===== src/rtl/mac_job_sequencer_pkg.sv =====
// Shared types and default widths for the MAC job sequencer.
// Holds the FSM state encoding and the counter-width helper.
package mac_job_sequencer_pkg;

  localparam int IBR_DEF = 8;
  localparam int OBR_DEF = 32;
  localparam int KS_DEF  = 9;

  typedef enum logic [2:0] {
    IDLE,
    CLEAR,
    STREAM,
    DRAIN,
    OUT
  } mac_seq_state_e;

  // Counter must hold 0..KERNEL_SIZE.
  function automatic int cnt_w(input int ks);
    return (ks < 1) ? 1 : $clog2(ks + 1);
  endfunction

endpackage


===== src/rtl/mac_job_sequencer.sv =====
// Runs one dot-product job per output pixel on an external MAC.
// Ports: upstream pair stream (valid/ready), MAC operand/result side, downstream result (valid/ready), sticky len_err_o.
module mac_job_sequencer
  import mac_job_sequencer_pkg::*;
#(
  parameter int INPUT_BIT_RESOLUTION  = IBR_DEF,
  parameter int OUTPUT_BIT_RESOLUTION = OBR_DEF,
  parameter int KERNEL_SIZE           = KS_DEF
) (
  input  logic                             clk_i,
  input  logic                             rst_ni,
  input  logic                             pair_valid_i,
  output logic                             pair_ready_o,
  input  logic [INPUT_BIT_RESOLUTION-1:0]  pair_data_i,
  input  logic [INPUT_BIT_RESOLUTION-1:0]  pair_weight_i,
  input  logic [OUTPUT_BIT_RESOLUTION-1:0] pair_bias_i,
  input  logic                             pair_last_i,
  output logic                             clr_mac_o,
  output logic                             input_and_kernel_valid_o,
  output logic [INPUT_BIT_RESOLUTION-1:0]  input_data_o,
  output logic [INPUT_BIT_RESOLUTION-1:0]  kernel_weight_o,
  output logic [OUTPUT_BIT_RESOLUTION-1:0] kernel_bias_o,
  input  logic                             mac_valid_i,
  input  logic [OUTPUT_BIT_RESOLUTION-1:0] mac_data_i,
  output logic                             mac_ready_o,
  output logic                             result_valid_o,
  output logic [OUTPUT_BIT_RESOLUTION-1:0] result_data_o,
  input  logic                             result_ready_i,
  output logic                             len_err_o
);

  localparam int IBR = INPUT_BIT_RESOLUTION;
  localparam int OBR = OUTPUT_BIT_RESOLUTION;
  localparam int CW  = cnt_w(KERNEL_SIZE);

  localparam logic [CW-1:0] LAST_CNT =
    CW'(KERNEL_SIZE - 1);

  mac_seq_state_e state_q;
  mac_seq_state_e state_d;

  logic [CW-1:0] cnt_q;

  logic accept;
  logic is_final;
  logic final_acc;
  logic mac_hs;
  logic res_hs;

  logic           ikv_q;
  logic [IBR-1:0] data_q;
  logic [IBR-1:0] weight_q;
  logic [OBR-1:0] bias_q;
  logic [OBR-1:0] res_q;
  logic           err_q;

  // Handshake terms
  assign accept    = pair_valid_i & pair_ready_o;
  assign is_final  = (cnt_q == LAST_CNT);
  assign final_acc = accept & is_final;
  assign mac_hs    = mac_valid_i & mac_ready_o;
  assign res_hs    = result_valid_o & result_ready_i;

  // State register
  always_ff @(posedge clk_i or negedge rst_ni) begin
    if (!rst_ni) begin
      state_q <= IDLE;
    end else begin
      state_q <= state_d;
    end
  end

  // Next-state logic
  always_comb begin
    state_d = state_q;
    unique case (state_q)
      IDLE: begin
        if (pair_valid_i) state_d = CLEAR;
      end
      CLEAR: begin
        state_d = STREAM;
      end
      STREAM: begin
        if (final_acc) state_d = DRAIN;
      end
      DRAIN: begin
        if (mac_hs) state_d = OUT;
      end
      OUT: begin
        if (res_hs) begin
          state_d = pair_valid_i ? CLEAR : IDLE;
        end
      end
      default: state_d = IDLE;
    endcase
  end

  // Control outputs decode straight from the
  // state flop, so they are glitch-free and
  // come out of reset with clr_mac_o high.
  always_comb begin
    pair_ready_o   = 1'b0;
    clr_mac_o      = 1'b0;
    mac_ready_o    = 1'b0;
    result_valid_o = 1'b0;
    unique case (state_q)
      IDLE: begin
        clr_mac_o = 1'b1;
      end
      CLEAR: begin
        clr_mac_o = 1'b1;
      end
      STREAM: begin
        pair_ready_o = 1'b1;
      end
      DRAIN: begin
        mac_ready_o = 1'b1;
      end
      OUT: begin
        result_valid_o = 1'b1;
        clr_mac_o      = 1'b1;
      end
      default: begin
        clr_mac_o = 1'b1;
      end
    endcase
  end

  // Datapath registers
  always_ff @(posedge clk_i or negedge rst_ni) begin
    if (!rst_ni) begin
      cnt_q    <= '0;
      ikv_q    <= 1'b0;
      data_q   <= '0;
      weight_q <= '0;
      bias_q   <= '0;
      res_q    <= '0;
      err_q    <= 1'b0;
    end else begin
      // Operand valid follows accepts one cycle
      // later; a cycle without a pair is a bubble.
      ikv_q <= accept;

      if (state_q == CLEAR) begin
        cnt_q <= '0;
      end

      if (accept) begin
        data_q   <= pair_data_i;
        weight_q <= pair_weight_i;
        if (cnt_q == '0) begin
          bias_q <= pair_bias_i;
        end
        cnt_q <= is_final ? '0 : cnt_q + 1'b1;
        // Count decides the job end; a disagreeing
        // last flag only raises the sticky error.
        if (is_final != pair_last_i) begin
          err_q <= 1'b1;
        end
      end

      if (mac_hs) begin
        res_q <= mac_data_i;
      end
    end
  end

  assign input_and_kernel_valid_o = ikv_q;
  assign input_data_o             = data_q;
  assign kernel_weight_o          = weight_q;
  assign kernel_bias_o            = bias_q;
  assign result_data_o            = res_q;
  assign len_err_o                = err_q;

endmodule


===== config.mk =====
export PLATFORM = sky130hd
export DESIGN_NAME = mac_job_sequencer
export DESIGN_NICKNAME = d
export VERILOG_FILES = /design/src/rtl/mac_job_sequencer_pkg.sv /design/src/rtl/mac_job_sequencer.sv
export SDC_FILE = /design/constraint.sdc
export NUM_CORES = 1
export LEC_CHECK = 0
export CAP_MARGIN = 20
export CELL_PAD_IN_SITES_DETAIL_PLACEMENT = 0
export CELL_PAD_IN_SITES_GLOBAL_PLACEMENT = 1
export CORE_ASPECT_RATIO = 1.4
export CORE_UTILIZATION = 34
export CTS_CLUSTER_SIZE = 28
export DETAILED_ROUTE_END_ITERATION = 12
export HOLD_SLACK_MARGIN = 0.1
export PLACE_DENSITY = 0.95
export SYNTH_ARGS = -nofsm -noshare
export SYNTH_HDL_FRONTEND = slang
export SYNTH_SLANG_ARGS = --single-unit

===== constraint.sdc =====
create_clock -name clk_i -period 3.1 [get_ports clk_i]
set_clock_uncertainty 0.15 [all_clocks]
set_input_delay 0.62 -clock clk_i [delete_from_list [all_inputs] [get_ports clk_i]]
set_output_delay 0.62 -clock clk_i [all_outputs]
set_load 0.05 [all_outputs]

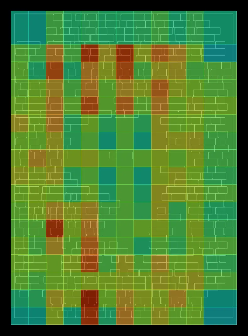
Fig. 1. Track usage over the die.
GRT Total Usage: 14.9%
gr busiest metal: met2
met2 GRT Util: 25.8%

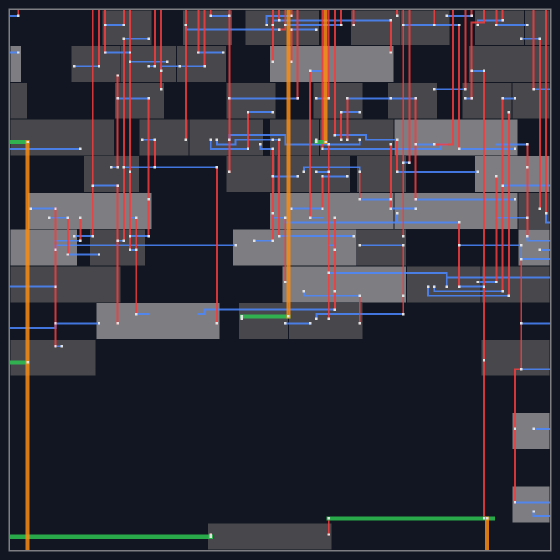
Fig. 2. Layout detail.
Window x 24 to 64, y 66 to 106 um. Cells in grey, sequential cells in the stronger grey; small squares are vias.
red -> metal 2
green -> metal 3
blue -> metal 1
orange -> metal 4
cells with their middle in the window = 45
most frequent = clkdlybuf4s50_1 (20), dfrtp_1 (10), mux2_4 (6)
netlist names of flops here include = kernel_bias_o (7), result_data_o (3)
sequential cells in the window = 10

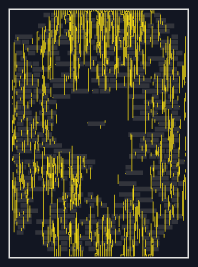
Fig. 3. Met2 routing.
Scale: 2 px per um.
main direction = vertical
longest straight run = 33.1 um
nets with wire on the layer = 457
Vias: 2,455
DRT Wirelength: 8090 um

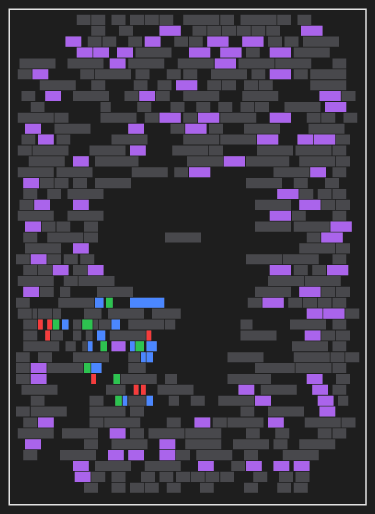
Fig. 4. Gate-type map.
Scale: 4 px per um.
blue -> NAND gates  # cells 13, most used nand2_1
red -> inverters  # cells 7, most used inv_1
green -> inverting AOI/OAI gates  # cells 8, most used o21ai_0
purple -> multiplexers  # cells 81, most used mux2_2, where all over the die
logic share of the area: 21.7%
Top cell excl fill/tap: clkdlybuf4s50_1
Non-Filler Instances: 542

==> deck_impl_summary.md <==
Physical Implementation Snapshot

Status
  – Outcome: finished, final reports clean

Yosys
  – Yosys warns: 0
  – Post-synth EDFFs: 0
  – Cells after Synth: roughly 220
  – Synthesized cell area: between 3000 and 4000 um2
  – Synth Area per Inst: 16.2 um2
  – Nets at Floorplan: approximately 310
  – Top cells by count, synth: 89 x dfrtp_1, 50 x mux2_2, 30 x mux2_4
  – Ao+oa area frac: around 1.7%
  – Top cell type's share of synthesized area: approximately 62%
  – Cell type with the largest total area: dfrtp_1
  – Sequential-to-total area share from yosys stat: between 60 and 70%
  – Top logic family: multiplexers
  – Cell with the most instances after synthesis: dfrtp_1
  – YS chip area: about 3600 um2
  – Top cells, area: dfrtp_1 62%, mux2_2 16%, mux2_4 13%, buf_6 0.94%, buf_2 0.84%
  – Post-synth regs: between 80 and 90
  – Simple-Gate Fraction of Synth Area: between 3 and 4%
  – Adder-Cell Fraction of Synth Area: 0.698%
  – Ys flop type: dfrtp_1
  – Async SR Flop Fraction: 100%
  – Yosys cell count: 222
  – Synth unique cells: 27
  – Multiplexer share of the synthesized area: between 20% and 30%
  – Synth Area in XOR/XNOR: less than 1%

Floorplanning
  – Die area: ~11,000 um2
  – Fp util: 34.8%
  – Num ports: 172
  – Die extent in x: between 80 and 90 um
  – Vert. Die Dim: roughly 120 um
  – Core Region: between 10,000 and 15,000 um2
  – Rows: between 40 and 50

Clock network
  – H-tree Lvls: 3
  – Clk_lat worst skew: around 330 ps
  – CTS buffer count: 9
  – CTS sink cnt: just under 90
  – Hold Buf Count CTS: 0
  – Clock buffer depth: 2
  – CTS root buf: clkbuf_16
  – Post-cts resize count: 0
  – CTS tree: yes
  – Reg clk slew, reported paths: around 70 ps
  – Setup bufs post-CTS: 0

STA
  – Final slew viol count: 0
  – RSZ-0062 raised after global routing: no
  – Final worst path period share: 89.7%
  – Setup tns final: 0 ps
  – Worst-margin pin slew: 533 ps
  – Fin. Hold Viols: 0
  – # setup viols final: 0
  – Min Tclk post-route: about 2800 ps
  – Worst hold margin: 108 ps
  – Max_slew headroom: approximately 64%
  – F_max: 359 MHz

Worst setup path
  – Slowest stage delay, CP: 810 ps
  – Worst Setup Start Kind: register
  – Worst path slowest cell: clkdlybuf4s50_1
  – Crit-path max FO: 8
  – Crit path cell chain: nor2b_1 > inv_1 > nor2_1 > clkdlybuf4s50_1
  – CP required: ~2300 ps
  – WP data arrival: between 2000 and 2500 ps
  – CP Capture Type: output port
  – CP Class: register to output port

Job
  – Max cap viols: 0
  – Tool Warnings: 27

Drt
  – Detailed Routing Iterations Pass 1: 5
  – Routed Antenna Nets: 0
  – WL per Instance: 14.9 um
  – DRT iter0 DRCs: roughly 63
  – Routed vias/inst: ~4.5
  – Drc violations: 0

Cells and area
  – Fill count: between 800 and 900
  – Final Util: a little under three fifths
  – Final Instance Area: ~5800 um2
  – Layout cell share with drive strength beyond 1: 25.5%
  – Layout Nets: 487
  – Layout area overhead: 62.3%
  – # diodes: 0

Global routing
  – Vias in the first global route: between 2,000 and 3,000
  – GR Overflow Total: 0
  – Initial antenna violation count: 0
  – Pin count of the biggest net entering global routing: 90
  – First-pass GRT wire length: 12,300 um

Min path
  – Hold WC Path Type: input port to asynchronous set/reset pin

Place
  – Placement Cell Area: roughly 5400 um2
  – Post-detail-place hpwl: about 6000 um
  – GPL Wtd Cong: between 0.7 and 0.8
  – Number of I/O port buffers: approximately 170

Power
  – Power per cell area: about 1300 nW/um2
  – VDD IR max: 0.631 mV
  – Lkg Pwr: 2.58 nW
-- layer usage --
layer | wire length (um) | part of all wire (%) | global-route usage, %
met2 | 4310 | 53 | 25.8
met4 | 189 | 2.3 | 7.36
met3 | 585 | 7.2 | 4.07
met5 | 0 | 0 | 0
met1 | 3000 | 37 | 16.5
-- state kept, by name, indices dropped and copies added (netlist names) --
name	count
kernel_bias_o	32
result_data_o	32
input_data_o	8
kernel_weight_o	8
cnt_q	4
state_q	3
input_and_kernel_valid_o	1
len_err_o	1
-- cells in the final DEF, fill, tap and decap left out, drive strengths merged --
cell	count
nand4b	1
mux2	80
and2	1
nor3	1
mux2i	1
a211oi	1
nand3b	2
inv	7
o21ai	5
bufinv	3
nand2	4
dfrtp	89
clkinv	2
nand3	3
a21o	1
a22o	1
xnor2	2
ha	2
a21oi	1
o22ai	1
clkinvlp	1
and3	1
nor2b	1
clkdlybuf4s50	170
and4bb	1
nand2b	3
clkbuf	10
buf	6
nor2	3
-- critical path: cells and delay by family (launching register included) --
family	cells	cell delay [ps]
buffers and inverters	2	900
flip-flops	1	430
AND/OR/NAND/NOR	2	350
-- cell families (layout without fill, tap and decap cells) --
family | after synthesis | in the layout
mux | 81 | 81
buf+inv | 17 | 199
xor+xnor | 2 | 2
compound gates | 10 | 10
flops | 89 | 89
fa+ha+maj | 2 | 2
simple gates | 21 | 21
-- through the flow --
step / setup slack, ps / instances / power, mW
2_1_floorplan: 751 / 222 / 5.12
3_3_place_gp: 705 / 525 / 6.51
3_5_place_dp: 678 / 525 / 6.60
4_1_cts: 303 / 541 / 7.89
5_1_grt: 205 / 542 / 8.16
6_report: 318 / 542 / 7.81
-- report_power, final --
| part | total (mW) | internal (mW) | switching (mW) | leakage (nW) |
|---|---|---|---|---|
| combinational | 4.50 | 1.79 | 2.70 | 1.34 |
| clock | 1.26 | 0.812 | 0.444 | 0.169 |
| sequential | 2.06 | 1.74 | 0.317 | 1.06 |
-- path summary, 6_finish.rpt --
kind,from,end,slack (ps),cells after the start
worst max-delay path,state_q[1]$_DFFE_PN0P_,pair_ready_o,320,4
max in group asynchronous,rst_ni,kernel_bias_o[29]$_DFFE_PN0P_,2060,2
worst max register to register,state_q[0]$_DFFE_PN0P_,kernel_weight_o[6]$_DFFE_PN0P_,1310,3
worst min-delay path,rst_ni,input_data_o[7]$_DFFE_PN0P_,110,1
worst min register to register,len_err_o$_DFFE_PN0P_,len_err_o$_DFFE_PN0P_,300,1
min in group clk_i,len_err_o$_DFFE_PN0P_,len_err_o$_DFFE_PN0P_,300,1
-- final cells by class --
class,instances,area (um2),share of cell area [%]
Inverter,7,26.3,0.451
Multi-Input combinational cell,116,1260,21.7
Clock inverter,6,115,1.98
Clock buffer,10,239,4.11
Sequential cell,89,2230,38.3
Timing Repair Buffer,176,1780,30.6
Tap cell,138,173,2.97
Power is estimated from default activity; no workload was simulated.
